Fig. 1: cell classes on the final placement
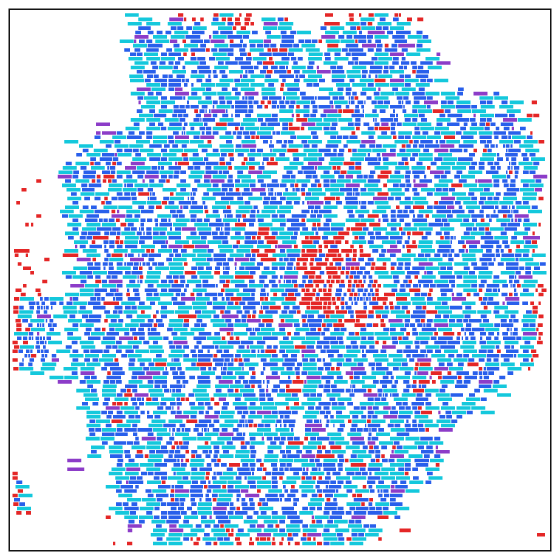
Fig. 2: clock wiring as the flow saved it
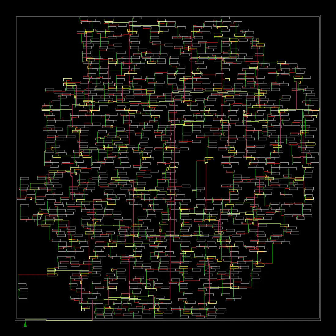
$ cat src/rtl/mips_regfile_32x32.sv
// 32x32 MIPS general-purpose register file with ALU status flags and a saturating write counter.
// Optional macro REGFILE_BYPASS_EN enables same-cycle write-through on both read ports.
module mips_regfile_32x32 #(
  parameter int DATA_W   = 32,
  parameter int ADDR_W   = 5,
  parameter int ZERO_REG = 0
) (
  input  logic              clk,
  input  logic              rst_n,
  input  logic [ADDR_W-1:0] raddr_a,
  input  logic [ADDR_W-1:0] raddr_b,
  output logic [DATA_W-1:0] rdata_a,
  output logic [DATA_W-1:0] rdata_b,
  input  logic              we,
  input  logic [ADDR_W-1:0] waddr,
  input  logic [DATA_W-1:0] wdata,
  input  logic              flag_we,
  input  logic              alu_z,
  input  logic              alu_v,
  input  logic              alu_cout,
  output logic [2:0]        flags,
  output logic [15:0]       wr_count
);

  localparam int                DEPTH    = 2 ** ADDR_W;
  localparam logic [ADDR_W-1:0] ZERO_IDX = ADDR_W'(ZERO_REG);

  logic [DATA_W-1:0] regs_q [DEPTH];
  logic [2:0]        flags_q;
  logic [2:0]        flags_d;
  logic [15:0]       wr_count_q;
  logic [15:0]       wr_count_d;
  logic              wr_commit;

  // A write to the zero register is dropped entirely and is not counted.
  assign wr_commit = we && (waddr != ZERO_IDX);

  always_ff @(posedge clk or negedge rst_n) begin
    if (!rst_n) begin
      for (int i = 0; i < DEPTH; i++) begin
        regs_q[i] <= '0;
      end
    end else if (wr_commit) begin
      regs_q[waddr] <= wdata;
    end
  end

  always_comb begin
    flags_d = flags_q;
    if (flag_we) begin
      flags_d = {alu_cout, alu_v, alu_z};
    end
  end

  always_comb begin
    wr_count_d = wr_count_q;
    if (wr_commit && (wr_count_q != 16'hFFFF)) begin
      wr_count_d = wr_count_q + 16'd1;
    end
  end

  always_ff @(posedge clk or negedge rst_n) begin
    if (!rst_n) begin
      flags_q    <= '0;
      wr_count_q <= '0;
    end else begin
      flags_q    <= flags_d;
      wr_count_q <= wr_count_d;
    end
  end

  always_comb begin
    rdata_a = regs_q[raddr_a];
`ifdef REGFILE_BYPASS_EN
    // Bypass is suppressed while in reset so reads still return zero.
    if (rst_n && wr_commit && (raddr_a == waddr)) begin
      rdata_a = wdata;
    end
`else
`endif
    if (raddr_a == ZERO_IDX) begin
      rdata_a = '0;
    end
  end

  always_comb begin
    rdata_b = regs_q[raddr_b];
`ifdef REGFILE_BYPASS_EN
    if (rst_n && wr_commit && (raddr_b == waddr)) begin
      rdata_b = wdata;
    end
`else
`endif
    if (raddr_b == ZERO_IDX) begin
      rdata_b = '0;
    end
  end

  assign flags    = flags_q;
  assign wr_count = wr_count_q;

endmodule

$ cat config.mk
export PLATFORM = sky130hd
export DESIGN_NAME = mips_regfile_32x32
export DESIGN_NICKNAME = d
export VERILOG_FILES = /design/src/rtl/mips_regfile_32x32.sv
export SDC_FILE = /design/constraint.sdc
export NUM_CORES = 2
export LEC_CHECK = 0
export CAP_MARGIN = 0
export CORE_UTILIZATION = 50
export CTS_CLUSTER_DIAMETER = 200
export DETAILED_ROUTE_END_ITERATION = 10
export GPL_TIMING_DRIVEN = 1
export PLACE_DENSITY = 0.75
export SLEW_MARGIN = 20
export SYNTH_ARGS = -nofsm -noshare
export SYNTH_HDL_FRONTEND = slang
export SYNTH_SLANG_ARGS = --single-unit
$ cat constraint.sdc
create_clock -name clk -period 4.95 [get_ports clk]
set_input_delay 1.485 -clock clk [delete_from_list [all_inputs] [get_ports clk]]
set_output_delay 1.485 -clock clk [all_outputs]
set_load 0.02 [all_outputs]
==> run summary <==
The synthesis and place-and-route flow finished, so here is a summary.

The hold violation count in the final report is 0. The worst setup slack after placement is -800 ps. The cell area reported after detailed placement is 61400 um2.

The final non-filler cell area came out at ~66000 um2. The sequential power share came out at around 46%. The share of power burned in combinational logic is 22.1%.

The fraction of final layout cells with drive strength greater than 1 is between 50% and 60%. The post-synth tally of flip-flops with integrated enable is 0. The fraction of synthesis flops using an asynchronous set or reset pin came out at 100%. The maximum vdd drop is around 0.00035 V.

The routed design shows a wire length per standard cell of approximately 32 um. The leading power group is registers. The flow ran to the end, but the final reports show violations. On the final layout, the worst clock skew is approximately 2.8 ps. The mux share of post-synthesis cell area is 41.6%. The part of the cycle the worst path needs came out at 101%. The most critical hold endpoint after final layout shows a slack of just under 400 ps. The flow reports that the clock network draws around 32% of the design power. Setup repair after global routing could not meet its margin everywhere. The number of vias per cell after detailed routing came out at approximately 6.9.

The count of vias placed by the detailed router is between 30000 and 40000. The power density of the placed cells came out at 382 nW/um2. The data required time reported for the critical path is 3460 ps. The portion of the layout cell area used by non-clock buffers came out at a little under a tenth. The number of cells on the worst hold path is listed as 0. The simple logic cell fraction of the synthesized area is between 2 and 2.5%.

On met2, the global router reports a usage of between 40% and 50%. The setup violation total in the final timing report came out at 6. The area share of fa/ha/maj cells after synthesis came out at less than 1%. The top-area cell type share of the netlist area is 46.7%. The clock-cell share of area is 5.31%.

Traced cell by cell, the critical path runs through bufbuf_16, buf_12, and2_2, buf_4, a22oi_1, nand4_1, a211oi_2, buf_4. The checks that failed: negative setup slack. The fraction of power spent switching nets came out at 28.4%. The post-CTS setup-driven buffer insertion count is 28. The first-pass iteration count of the detailed router came out at 5. The internal power came out at ~18000 uW. The clock sink count is about 1000. The floorplan core density came out at 50.5%. The placeable core area is roughly 110000 um2. The post-synthesis average cell area is approximately 14 um2. The top cell type by instance count after synthesis is sky130_fd_sc_hd__mux2_2.

The number of synthesis warnings is 0. In the CTS report, the clock slew at the register clock pins of the worst setup and hold paths is listed as 60 ps. The chip area in the Yosys report came out at about 56000 um2. The critical path is of the in2out type. The global-route wire length before repair came out at between 200 and 300 mm. Of the combinational cells, the family taking the most area is multiplexers.

The final max-slew violation count came out at 0. Multi-input combinational cells in the finished layout were counted as roughly 2400. The number of clock buffers added by TritonCTS is around 110. The maximum number of pins on one net before global-route repair came out at ~110. STA classifies the critical path startpoint as an input pin. The post-cts repair resize count is 250. In the global route stage, met3 resource usage came out at under 10%.

The number of cell instances after yosys synthesis came out at a little under 4000. The met3 wire length came out at 19.6 mm. Summed over all combinational cells, the power is 5590 uW.

The startpoint identified for the worst hold timing path is regs_q[1008]. In this run, synthesis produced a sequential element count of roughly 1000. The repair_antennas step left the layout with diodes totalling 9. The number of nets in the finished design came out at roughly 4200. The hold path endpoint is regs_q[1008]. The path class of the tightest hold or removal check is reg2reg. The slowest stage of the critical path belongs to the cell sky130_fd_sc_hd__a211oi_2.

The row count came out at around 120. Signal routing reaches up to met5. The worst path arrival time came out at 3500 ps. The critical path in the final layout is reported with a setup slack of -38.2 ps. The mapped netlist covers around 56000 um2.
## Picture notes: Fig. 1
- registers: cyan (cells 1043; share of their area 41%)
- remaining logic cells: blue (cells 2379; share of their area 44%)
- clock drivers and dummy loads: purple (cells 192; share of their area 5.5%)
- remaining buffers and delay cells: red (cells 585; share of their area 9.7%)
sequential share of cell area: 39.5%
end-of-flow core utilization: 59.7%

## Picture notes: Fig. 2
clock buffer count in the final layout: 154
clock group total power: 8180 uW

sequential cells by signal (all words and copies together) (netlist names):
register	count
flags	3
wr_count	16
regs_q	1024
worst max path at each step:
| stage | startpoint | endpoint | cells past startpoint |
|---|---|---|---|
| final | raddr_b[0] | rdata_b[24] | 8 |
| after global routing | raddr_b[0] | rdata_b[0] | 9 |
| after CTS | raddr_b[0] | rdata_b[0] | 9 |
| after detailed placement | raddr_b[2] | rdata_b[23] | 9 |
| after global placement | raddr_b[2] | rdata_b[23] | 9 |
| after floorplan | raddr_a[0] | rdata_a[0] | 7 |
critical path: cells and delay by family:
family,cells,cell delay (ps)
AND-OR/OR-AND,2,760
buffers and inverters,4,850
AND/OR/NAND/NOR,2,380
Power figures rest on the tool's default switching activity, not on a simulated workload.
